## config.mk

```make
export PLATFORM = sky130hd
export DESIGN_NAME = tank_link_tx_flat
export DESIGN_NICKNAME = d
export VERILOG_FILES = /design/src/rtl/tank_link_if.sv /design/src/rtl/tank_link_tx.sv /design/src/flat_wrapper.sv
export SDC_FILE = /design/constraint.sdc
export NUM_CORES = 1
export LEC_CHECK = 0
export CAP_MARGIN = 20
export CORE_ASPECT_RATIO = 0.7
export CORE_UTILIZATION = 40
export DETAILED_ROUTE_END_ITERATION = 6
export PLACE_DENSITY = 0.62
export SLEW_MARGIN = 10
export SYNTH_ARGS = -nofsm -noshare
export SYNTH_HDL_FRONTEND = slang
export SYNTH_SLANG_ARGS = --single-unit
export TNS_END_PERCENT = 20
```

## constraint.sdc

```tcl
create_clock -name clk -period 2.8 [get_ports clk]
set_input_delay 0.7 -clock clk [delete_from_list [all_inputs] [get_ports clk]]
set_output_delay 0.7 -clock clk [all_outputs]
set_load 0.01 [all_outputs]
```

## src/rtl/tank_link_if.sv

```systemverilog
// tank_link_if: valid/ready word handshake between game logic (master) and tank_link_tx (slave).
//   tx_data  : word to send, DATA_W bits
//   tx_valid : master has a word
//   tx_ready : slave can accept a word
interface tank_link_if #(parameter int DATA_W = 16);
   logic [DATA_W-1:0] tx_data;
   logic              tx_valid;
   logic              tx_ready;
   modport master (output tx_data, tx_valid, input tx_ready);
   modport slave  (input tx_data, tx_valid, output tx_ready);
endinterface

```

## src/rtl/tank_link_tx.sv

```systemverilog
// tank_link_tx: idle-high LSB-first serial frame transmitter paced by an asynchronous bit clock.
//   clk, rst  : system clock, synchronous active-high reset
//   tick_clk  : divided bit clock, each rising edge marks one bit period
//   link      : tank_link_if.slave handshake (tx_data, tx_valid, tx_ready)
//   tx_line   : registered serial output, idle high
//   busy      : frame in progress
// Optional: define TANK_LINK_PARITY_EN to append an even parity bit before the stop bits.
module tank_link_tx #(
   parameter int DATA_W    = 16,
   parameter int STOP_BITS = 1
) (
   input  logic         clk,
   input  logic         rst,
   input  logic         tick_clk,
   tank_link_if.slave   link,
   output logic         tx_line,
   output logic         busy
);
   localparam int CNT_W = $clog2(DATA_W);
   localparam logic [2:0] IDLE   = 3'd0;
   localparam logic [2:0] ARMED  = 3'd1;
   localparam logic [2:0] START  = 3'd2;
   localparam logic [2:0] DATA   = 3'd3;
`ifdef TANK_LINK_PARITY_EN
   localparam logic [2:0] PARITY = 3'd4;
`endif
   localparam logic [2:0] STOP   = 3'd5;
   logic [2:0]        state;
   logic              s1, s2, s2_d;
   logic              tick;
   logic [DATA_W-1:0] shift;
   logic [CNT_W-1:0]  bit_cnt;
   logic              stop_cnt;
`ifdef TANK_LINK_PARITY_EN
   logic              par;
`endif
   // Rising edge of the synchronised bit clock, one clk wide.
   assign tick          = s2 & ~s2_d;
   assign link.tx_ready = state == IDLE;
   assign busy          = state != IDLE;
   always_ff @(posedge clk) begin
      if (rst) begin
         s1       <= 1'b0;
         s2       <= 1'b0;
         s2_d     <= 1'b0;
         state    <= IDLE;
         tx_line  <= 1'b1;
         shift    <= '0;
         bit_cnt  <= '0;
         stop_cnt <= 1'b0;
`ifdef TANK_LINK_PARITY_EN
         par      <= 1'b0;
`endif
      end else begin
         s1   <= tick_clk;
         s2   <= s1;
         s2_d <= s2;
         case (state)
            IDLE: if (link.tx_valid) begin
               shift   <= link.tx_data;
               bit_cnt <= '0;
`ifdef TANK_LINK_PARITY_EN
               par     <= ^link.tx_data;
`endif
               state   <= ARMED;
            end
            // Waiting here aligns the start bit to a full tick period.
            ARMED: if (tick) begin
               state   <= START;
               tx_line <= 1'b0;
            end
            START: if (tick) begin
               state   <= DATA;
               tx_line <= shift[0];
            end
            DATA: if (tick) begin
               if (bit_cnt != CNT_W'(DATA_W - 1)) begin
                  shift   <= shift >> 1;
                  bit_cnt <= bit_cnt + 1'b1;
                  tx_line <= shift[1];
               end else begin
                  stop_cnt <= 1'b0;
`ifdef TANK_LINK_PARITY_EN
                  state    <= PARITY;
                  tx_line  <= par;
`else
                  state    <= STOP;
                  tx_line  <= 1'b1;
`endif
               end
            end
`ifdef TANK_LINK_PARITY_EN
            PARITY: if (tick) begin
               state   <= STOP;
               tx_line <= 1'b1;
            end
`endif
            STOP: if (tick) begin
               if (stop_cnt == 1'(STOP_BITS - 1)) state <= IDLE;
               else stop_cnt <= stop_cnt + 1'b1;
            end
            default: begin
               state   <= IDLE;
               tx_line <= 1'b1;
            end
         endcase
      end
   end
endmodule

```

## src/flat_wrapper.sv

```systemverilog
// flat-port wrapper written by rule: the top's interface ports become plain ports
module tank_link_tx_flat 
#(
   parameter int DATA_W    = 16,
   parameter int STOP_BITS = 1
)
  (clk, rst, tick_clk, tx_line, busy, link_tx_data, link_tx_valid, link_tx_ready);
  tank_link_if #(.DATA_W(DATA_W)) link_i ();
  input  logic clk;
  input  logic rst;
  input  logic tick_clk;
  output logic tx_line;
  output logic busy;
  input wire logic [$bits(link_i.tx_data)-1:0] link_tx_data;
  input wire logic [$bits(link_i.tx_valid)-1:0] link_tx_valid;
  output wire logic [$bits(link_i.tx_ready)-1:0] link_tx_ready;
  assign link_i.tx_data = link_tx_data;
  assign link_i.tx_valid = link_tx_valid;
  assign link_tx_ready = link_i.tx_ready;
  tank_link_tx #(.DATA_W(DATA_W), .STOP_BITS(STOP_BITS)) u_core (.clk(clk), .rst(rst), .tick_clk(tick_clk), .link(link_i), .tx_line(tx_line), .busy(busy));
endmodule
```

**Close-up of the layout**

Bar = 5 um. Region (26, 26) to (46, 46) um. Cells in gray, sequential cells in the stronger gray; small squares are vias.
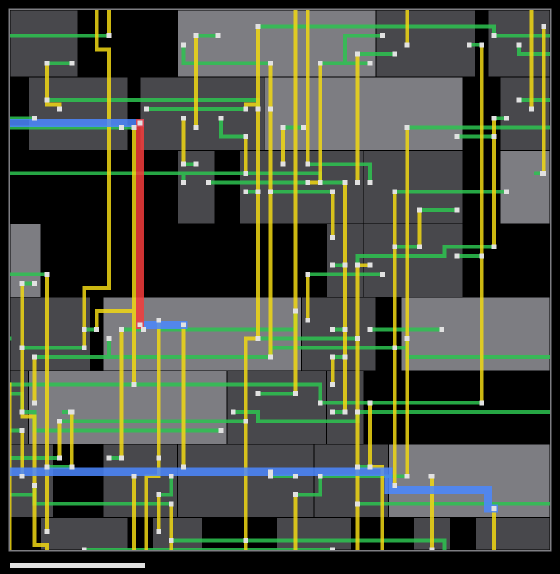
- yellow: met2
- blue: met3
- red: met4
- green: met1
- most frequent: dfxtp_1 (6), mux2i_1 (5), nor2_1 (3)
- netlist names of flops here include: u_core.shift (5), u_core.bit_cnt (1)
- cells with their middle in the window: 23
- sequential cells in the window: 6

==> Table 3: Implementation characteristics <==
Summary of implementation characteristics

Parameter                              Value

Setup path
  Cell class contributing the biggest share of worst-path delay    buffers and inverters
  Reg2Reg Capture Point    u_core.tx_line
  Series of cell instances along the critical path    or3_1 -> inv_1 -> clkdlybuf4s50_1
  Critical Path End Type    primary output
  Worst-path maximum fanout    12

Clock tree
  CTS sink cnt    27
  Number of resized instances in the post-cts repair step    0
  Clock latency on the worst-skew pair    270 ps
  CTS buffer count    3
  Buffers from clock root to sink, at most    2
  H-tree depth reported by CTS    1
  Cell at the root of the clock tree    sky130_fd_sc_hd__clkbuf_8
  Clock transition at the register clock pins on the worst setup and hold paths after CTS    100 ps

Hold path
  Sink of the worst hold path    u_core.s2
  Cells on Worst Hold Path    1
  Class of the tightest hold or removal check    reg -> reg

Status
  Run status    finished, final reports clean

Layout
  Most frequent logic cell in the layout    sky130_fd_sc_hd__dfxtp_1
  Share of layout cells above drive strength 1    0.148

Floorplanning
  Standard-cell row count    17
  Die Area    0.00366 mm^2
  Placeable core region    between 0.003 and 0.004 mm^2

STA
  Final-layout worst hold slack    442 ps
  Worst Clk Skew    between 8 and 9 ps
  Count of pins over their slew limit    0
  Total setup violations reported at the end of the flow    0
  Final critical-path required period    between 2000 and 2500 ps
  Highest attainable clock frequency    419 MHz
  Setup tns final    0 ps

Drt
  Detailed-routing iteration count for the pre-antenna-repair pass    4
  DR DRC count    0

Logic synthesis
  Number of nets at floorplan    162
  Mapped Cells    141
  Flip-flops with a built-in enable    0
  FF+latch count, synth    27
  Number of cell instances after yosys synthesis    141
  Syn_area_per_cell    ~9.7 um^2
  Primary flip-flop cell chosen by synthesis mapping    sky130_fd_sc_hd__dfxtp_1

Run
  Total number of warnings across the stage logs    26
  Number of violations of the max-capacitance limit    0

Global route
  Gr ovfl total    0
  Antenna violations before repair    0

Placed design
  Global placer's final weighted congestion    between 0.7 and 0.8
  Tally of buffers added on design ports    22

Pwr
  Power after layout    between 700 and 800 uW
**Gate-type map**

Bar = 20 um.
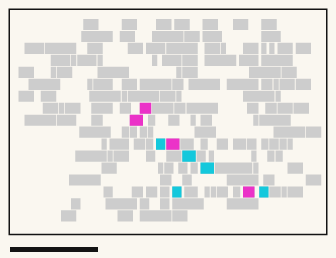
- magenta: AND-OR and OR-AND gates (cells 4; most used a21o_1; where center)
- cyan: AND and OR gates (cells 5)

[worst max-delay path by stage]
stage / endpoint / slack [ps] / depth (start not counted) / start
after floorplan: link_tx_ready / 1030 / 3 / u_core.state[1]
after global placement: u_core.bit_cnt[2] / 490 / 6 / link_tx_valid
after detailed placement: u_core.bit_cnt[2] / 440 / 6 / link_tx_valid
after CTS: link_tx_ready / 410 / 3 / u_core.state[2]
after global routing: link_tx_ready / 310 / 3 / u_core.state[2]
final: link_tx_ready / 420 / 3 / u_core.state[2]
[per-layer routing]
metal,track usage,share of wire
met5,0,0
met1,0.205,0.52
met4,0.0294,0.0028
met3,0.0473,0.041
met2,0.223,0.43
[area by class of cell]
type | instances | area [um^2] | area share
multi-input combinational | 100 | 733 | 0.441
inverter | 2 | 7.51 | 0.00452
clock buffer | 3 | 41.3 | 0.0248
clock inverter | 1 | 7.51 | 0.00452
sequential | 27 | 541 | 0.325
tap | 47 | 58.8 | 0.0354
timing repair buffer | 29 | 273 | 0.164
[power breakdown]
| part | leakage [nW] | switching [mW] | internal (mW) |
|---|---|---|---|
| Combinational | 0.470 | 0.0638 | 0.0730 |
| Sequential | 0.222 | 0.0122 | 0.409 |
| Clock | 0.0217 | 0.122 | 0.101 |
[kinds of logic (layout without fill, tap and decap cells)]
kind of cell,count (synthesis),in the layout,synth area share
flops,27,27,0.396
fa+ha+maj,1,1,0.00916
mux,17,17,0.125
simple gates,50,50,0.201
xor+xnor,1,1,0.00641
compound gates,31,31,0.196
buf+inv,14,35,0.0678
[Yosys cell counts (2+ instances only)]
cell	count	share of area
sky130_fd_sc_hd__clkbuf_1	3	0.0082
sky130_fd_sc_hd__nor2b_1	6	0.027
sky130_fd_sc_hd__a211oi_2	10	0.092
sky130_fd_sc_hd__nor3b_1	2	0.011
sky130_fd_sc_hd__a211oi_1	5	0.027
sky130_fd_sc_hd__a21o_1	2	0.011
sky130_fd_sc_hd__nand2b_1	2	0.0092
sky130_fd_sc_hd__and3_1	2	0.0092
sky130_fd_sc_hd__nand2_1	4	0.011
sky130_fd_sc_hd__dfxtp_1	27	0.40
sky130_fd_sc_hd__mux2i_1	17	0.12
sky130_fd_sc_hd__nor3_1	2	0.0073
sky130_fd_sc_hd__buf_2	4	0.015
sky130_fd_sc_hd__nor2_1	21	0.058
sky130_fd_sc_hd__o21ai_0	2	0.0073
sky130_fd_sc_hd__nand3_1	3	0.011
sky130_fd_sc_hd__nand4_1	2	0.0092
sky130_fd_sc_hd__a21oi_1	4	0.015
sky130_fd_sc_hd__inv_1	2	0.0055
sky130_fd_sc_hd__buf_6	2	0.016
sky130_fd_sc_hd__and3b_1	2	0.013
[flip-flops by register name, indices dropped and copies added, names as in the netlist]
name / flops
u_core.bit_cnt: 4
u_core.s2_d: 1
u_core.tx_line: 1
u_core.state: 3
u_core.shift: 16
u_core.s2: 1
u_core.s1: 1
[per-stage QoR]
stage,area (um^2),instances,setup slack [ps],utilization
final,1660,209,415,0.517
after global placement,1610,205,489,0.502
after detailed placement,1610,205,444,0.502
after global routing,1660,209,308,0.517
after CTS,1660,209,410,0.517
after floorplan,1370,141,1030,-
Power figures rest on the tool's default switching activity, not on a simulated workload.
